==> src/rtl/factor_game_ctrl.sv <==
// factor_game_ctrl: factorization board game sequencer.
// Builds a 3-factor target, judges the player's digits, keeps score/lives.
module factor_game_ctrl #(
  parameter logic [8:0] SEED        = 9'h1FF,
  parameter int         ROUNDS      = 5,
  parameter int         SHOW_CYCLES = 50_000_000
) (
  input  logic       CLK,
  input  logic       RST,
  input  logic       START,
  input  logic       DEC,
  input  logic [3:0] COUNT1_in,
  input  logic [3:0] COUNT2_in,
  input  logic [3:0] COUNT3_in,
  output logic [3:0] STATE,
  output logic [1:0] RESULT,
  output logic [9:0] TARGET,
  output logic [3:0] SCORE,
  output logic [1:0] LIVES,
  output logic [3:0] ROUND
);

  localparam int CW = $clog2(SHOW_CYCLES + 1);

  typedef enum logic [2:0] {
    S_IDLE  = 3'd0,
    S_GEN   = 3'd1,
    S_INPUT = 3'd2,
    S_CHECK = 3'd3,
    S_SHOW  = 3'd4,
    S_OVER  = 3'd5
  } state_t;

  state_t r_state;
  state_t w_state_nxt;
  logic   r_sub;
  logic   w_sub_nxt;

  logic          r_start_d;
  logic          r_dec_d;
  logic [8:0]    r_lfsr;
  logic [6:0]    r_f01;
  logic [3:0]    r_f2;
  logic [6:0]    r_p;
  logic [3:0]    r_c3;
  logic [CW-1:0] r_cnt;
  logic [1:0]    r_result;
  logic [9:0]    r_target;
  logic [3:0]    r_score;
  logic [1:0]    r_lives;
  logic [3:0]    r_round;

  logic       w_start_edge;
  logic       w_dec_edge;
  logic       w_g1;
  logic       w_g2;
  logic       w_c1;
  logic       w_c2;
  logic       w_show_exit;
  logic       w_new_game;
  logic [3:0] w_f0;
  logic [3:0] w_f1;
  logic [3:0] w_f2;
  logic [9:0] w_prod;
  logic       w_match;

  assign w_start_edge = START & ~r_start_d;
  assign w_dec_edge   = DEC & ~r_dec_d;

  // Factors are 3-bit LFSR fields offset into 2..9.
  assign w_f0 = {1'b0, r_lfsr[2:0]} + 4'd2;
  assign w_f1 = {1'b0, r_lfsr[5:3]} + 4'd2;
  assign w_f2 = {1'b0, r_lfsr[8:6]} + 4'd2;

  assign w_prod  = 10'(r_p) * 10'(r_c3);
  assign w_match = (w_prod == r_target);

  always_ff @(posedge CLK) begin
    if (RST) begin
      r_state <= S_IDLE;
      r_sub   <= 1'b0;
    end else begin
      r_state <= w_state_nxt;
      r_sub   <= w_sub_nxt;
    end
  end

  always_comb begin
    w_state_nxt = r_state;
    w_sub_nxt   = r_sub;
    w_g1        = 1'b0;
    w_g2        = 1'b0;
    w_c1        = 1'b0;
    w_c2        = 1'b0;
    w_show_exit = 1'b0;
    w_new_game  = 1'b0;
    unique case (r_state)
      S_IDLE: begin
        if (w_start_edge) w_state_nxt = S_GEN;
      end
      S_GEN: begin
        if (!r_sub) begin
          w_g1      = 1'b1;
          w_sub_nxt = 1'b1;
        end else begin
          w_g2        = 1'b1;
          w_sub_nxt   = 1'b0;
          w_state_nxt = S_INPUT;
        end
      end
      S_INPUT: begin
        if (w_dec_edge) w_state_nxt = S_CHECK;
      end
      S_CHECK: begin
        if (!r_sub) begin
          w_c1      = 1'b1;
          w_sub_nxt = 1'b1;
        end else begin
          w_c2        = 1'b1;
          w_sub_nxt   = 1'b0;
          w_state_nxt = S_SHOW;
        end
      end
      S_SHOW: begin
        if (r_cnt == CW'(SHOW_CYCLES)) begin
          w_show_exit = 1'b1;
          if (r_lives == 2'd0 || r_round == 4'(ROUNDS))
            w_state_nxt = S_OVER;
          else
            w_state_nxt = S_GEN;
        end
      end
      S_OVER: begin
        if (w_start_edge) begin
          w_new_game  = 1'b1;
          w_state_nxt = S_GEN;
        end
      end
      default: begin
        w_state_nxt = S_IDLE;
        w_sub_nxt   = 1'b0;
      end
    endcase
  end

  always_ff @(posedge CLK) begin
    if (RST) begin
      r_start_d <= 1'b0;
      r_dec_d   <= 1'b0;
      r_lfsr    <= SEED;
      r_f01     <= '0;
      r_f2      <= '0;
      r_p       <= '0;
      r_c3      <= '0;
      r_cnt     <= '0;
      r_result  <= 2'b00;
      r_target  <= '0;
      r_score   <= '0;
      r_lives   <= 2'd3;
      r_round   <= '0;
    end else begin
      r_start_d <= START;
      r_dec_d   <= DEC;
      if (w_g1) begin
        r_f01  <= 7'(w_f0) * 7'(w_f1);
        r_f2   <= w_f2;
        r_lfsr <= {r_lfsr[7:0], r_lfsr[8] ^ r_lfsr[4]};
      end
      if (w_g2) r_target <= 10'(r_f01) * 10'(r_f2);
      if (w_c1) begin
        r_p  <= 7'(COUNT1_in) * 7'(COUNT2_in);
        r_c3 <= COUNT3_in;
      end
      if (w_c2) begin
        r_round <= r_round + 4'd1;
        if (w_match) begin
          r_result <= 2'b11;
          if (r_score != 4'hF) r_score <= r_score + 4'd1;
        end else begin
          r_result <= 2'b01;
          r_lives  <= r_lives - 2'd1;
        end
      end
      // The counter runs only while in SHOW and rewinds on exit.
      if (r_state == S_SHOW && !w_show_exit)
        r_cnt <= r_cnt + CW'(1);
      else
        r_cnt <= '0;
      if (w_show_exit) r_result <= 2'b00;
      if (w_new_game) begin
        r_score <= '0;
        r_lives <= 2'd3;
        r_round <= '0;
      end
    end
  end

  assign STATE  = {1'b0, r_state};
  assign RESULT = r_result;
  assign TARGET = r_target;
  assign SCORE  = r_score;
  assign LIVES  = r_lives;
  assign ROUND  = r_round;

endmodule
==> config.mk <==
export PLATFORM = sky130hd
export DESIGN_NAME = factor_game_ctrl
export DESIGN_NICKNAME = d
export VERILOG_FILES = /design/src/rtl/factor_game_ctrl.sv
export SDC_FILE = /design/constraint.sdc
export NUM_CORES = 1
export LEC_CHECK = 0
export ABC_AREA = 1
export CORE_ASPECT_RATIO = 0.75
export CORE_MARGIN = 5
export CORE_UTILIZATION = 55
export CTS_BUF_LIST = sky130_fd_sc_hd__clkbuf_8
export DETAILED_ROUTE_END_ITERATION = 12
export DONT_BUFFER_PORTS = 1
export PLACE_DENSITY = 0.7
export SYNTH_ARGS = -nofsm -noshare
export SYNTH_HDL_FRONTEND = slang
export SYNTH_SLANG_ARGS = --single-unit
export TNS_END_PERCENT = 50
==> constraint.sdc <==
create_clock -name CLK -period 8.6 [get_ports CLK]
set_input_delay 1.72 -clock CLK [delete_from_list [all_inputs] [get_ports CLK]]
set_output_delay 1.72 -clock CLK [all_outputs]
set_load 0.01 [all_outputs]
==> impl_metrics.env <==
# physical design summary
export IMPL_ys_sh_mux=0
export IMPL_drtPass1Iterations=5
export IMPL_gp_congestion=0.9128
export IMPL_syn_inst=876
export IMPL_cp_required_ps=8850
export IMPL_final_setup_tns_ps=0
export IMPL_grt_pass1_wl_um=21780
export IMPL_rsz0062_at_grt="false"
export IMPL_syn_avg_cell_area_um2=7.123
export IMPL_grt_pass1_vias=4699
export IMPL_drtAntennaViolNets=0
export IMPL_async_flop_share=0
export IMPL_antenna_found_initial=0
export IMPL_power_frac_seq=0.405
export IMPL_xor_share=0.04632
export IMPL_grt_overflow_total=0
export IMPL_ys_sh_aoi=0.09044
export IMPL_cts_buffer_depth=2
export IMPL_yosysWarnings=0
export IMPL_ys_area_um2=6240
export IMPL_top_logic_kind="simple AND/OR/NAND/NOR gates"
export IMPL_hold_buffers=0
export IMPL_fillers=1027
export IMPL_p_comb_frac=0.379
export IMPL_grt_busiest_layer="met2"
export IMPL_top_area_cell="dfxtp_1"
export IMPL_dp_hpwl_um=10070
export IMPL_fin_crit_ps=3741
export IMPL_viasPerCell=5.123
export IMPL_p_leak_nw=3.522
export IMPL_design_core_area_um2=11020
export IMPL_cp_arrival_ps=4000
export IMPL_die_w_um=133.0
export IMPL_buffer_area_frac=0.001149
export IMPL_switching_share=0.4124
export IMPL_fp_utilization=0.5660
export IMPL_grt_max_degree=36
export IMPL_die_y_um=102.2
export IMPL_worstSetupPathType="input port to flip-flop"
export IMPL_finalPower_mw=1.362
export IMPL_met1_usage=0.2803
export IMPL_wl_met3_um=617
export IMPL_taps=140
export IMPL_grt_use_met2=0.2937
export IMPL_hold_viol=0
export IMPL_fp_row_count=33
export IMPL_nets=966
export IMPL_comb_area_frac=0.5886
export IMPL_dieArea_um2=13600
export IMPL_clock_skew_ps=11.80
export IMPL_nMultiInputCombCells=611
export IMPL_biggestCellCategory="logic gates"
export IMPL_power_density_nw_per_um2=208.6
export IMPL_status="finished, final reports clean"
export IMPL_drt_met1_wl_um=6618
export IMPL_drive_gt1_frac=0.05619
export IMPL_post_cts_buffers=0
export IMPL_critical_path_cell_chain="nand2_1, inv_1, fa_1, inv_1, fa_1, inv_1, fa_1, a31oi_1, nor2_1, o221ai_1, inv_1"
export IMPL_routed_top_layer="met4"
export IMPL_ys_seq_share=0.2727
export IMPL_crit_buf_inv=4
export IMPL_yosys_top_cells_area="dfxtp_1 27%, nand2_1 12%, ha_1 11%, inv_1 9.2%, fa_1 9.0%"
export IMPL_grt_usage=0.1941
export IMPL_cap_violations=0
export IMPL_crit_path_end_kind="flip-flop"
export IMPL_final_clk_cell_share=0.03160
export IMPL_warnings=28
export IMPL_clock_buffers=10
export IMPL_root_buffer="clkbuf_8"
export IMPL_antenna_cells=0
export IMPL_worst_path_max_delay_cell="fa_1"
export IMPL_cts_tree="yes"
export IMPL_drt_wl_total_um=12660
export IMPL_startpoint_type="input port"
export IMPL_ys_ff=85
export IMPL_dpl_instance_area_um2=6326
export IMPL_wl_met2_um=5293
export IMPL_critPathMaxFanout=4
==> state kept, by name, indices dropped and copies added, names as in the netlist, 4 cells and up <==
| register | flops |
|---|---|
| r_lfsr | 9 |
| ROUND | 4 |
| r_cnt | 26 |
| SCORE | 4 |
| r_f01 | 7 |
| TARGET | 10 |
| r_f2 | 4 |
| r_c3 | 4 |
| r_p | 7 |
==> worst paths after layout <==
path | slack (ps) | cells past startpoint | from | endpoint
max reg2reg | 5060 | 15 | r_c3[3]$_SDFFE_PP0P_ | SCORE[3]$_SDFFE_PP0P_
min reg2reg | 470 | 1 | r_cnt[0]$_SDFF_PP0_ | r_cnt[0]$_SDFF_PP0_
max | 4860 | 11 | COUNT1_in[0] | r_p[6]$_SDFFE_PP0P_
min | 470 | 1 | r_cnt[0]$_SDFF_PP0_ | r_cnt[0]$_SDFF_PP0_
==> power groups by stage <==
| stage | Combinational, mW | Sequential (mW) | Clock [mW] |
|---|---|---|---|
| 6_report | 0.516 | 0.552 | 0.294 |
| 3_3_place_gp | 0.500 | 0.558 | 0 |
| 2_1_floorplan | 0.451 | 0.514 | 0 |
| 3_5_place_dp | 0.515 | 0.560 | 0 |
| 4_1_cts | 0.520 | 0.551 | 0.305 |
| 5_1_grt | 0.604 | 0.563 | 0.323 |
==> cell usage after synthesis (8+ instances only) <==
master and count:
a21oi_1 43, buf_2 8, clkbuf_1 11, dfxtp_1 85, fa_1 28, ha_1 55, inv_1 153, nand2_1 206
nand3_1 27, nand4_1 9, nor2_1 101, nor3_1 14, o211ai_1 8, o21ai_0 33, xnor2_1 18, xor2_1 15
### Wiring by layer

The bar under the picture is 50 um long.
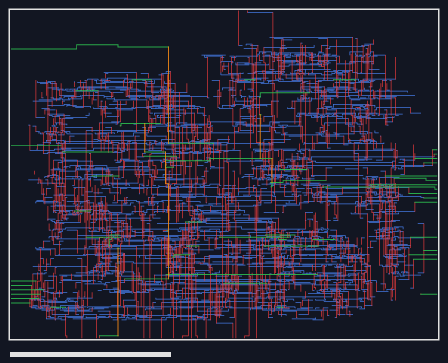
layer	color	wire length
met4	orange	127 um
met3	green	617 um
met1	blue	6620 um
met2	red	5290 um
via count: 5184
drt wl/cell: 12.51 um

### Clock nets

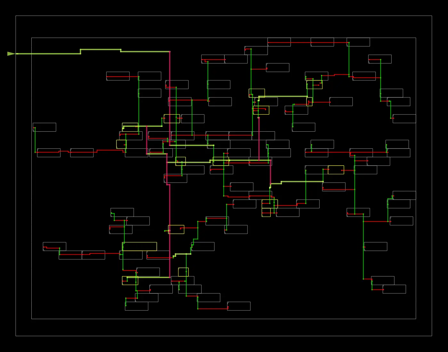
CTS sink cnt: 85
CTS buffer count: 9
latest clock arrival within the worst-skew pair: 360 ps

### Sequential cells colored by netlist name

The bar under the picture is 50 um long.
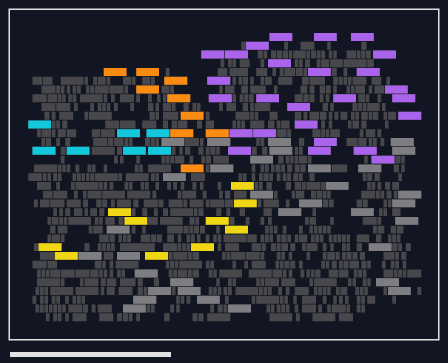
netlist name	color	sequential cells
r_cnt	purple	26
r_lfsr	orange	9
TARGET	yellow	10
r_f01	cyan	7
not colored	33
fraction of area in registers: 0.2605
final core utilization: 0.5926
seq pwr: 0.552 mW
register area: 1702 um2

### Drive-strength map

The bar under the picture is 50 um long.
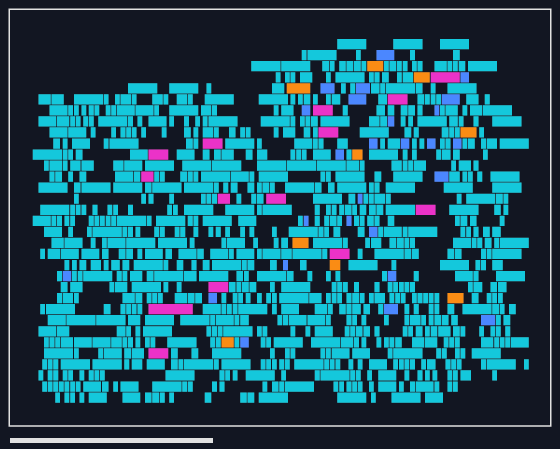
size	color	cells	share
drive 3 to 4	orange	9	1.0%
drive 6 and up	magenta	14	1.6%
drive 1 or less	cyan	823	94%
drive 2	blue	26	3.0%
post-route cell area: 6533 um2
Buffers excl. clock: 1
synth-to-layout area growth: 4.692%
fin worst setup slack: 4859 ps

### Port wiring

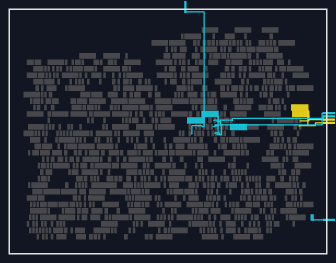
port	color	bits	direction	edge	end cells	buffers	wire
RESULT	yellow	2	output	east	2	0	31.9 um
STATE	cyan	4	output	3 east, 1 north	4	0	195 um
# port buffers: 0
top-level port count: 42

Power is estimated from default activity; no workload was simulated.
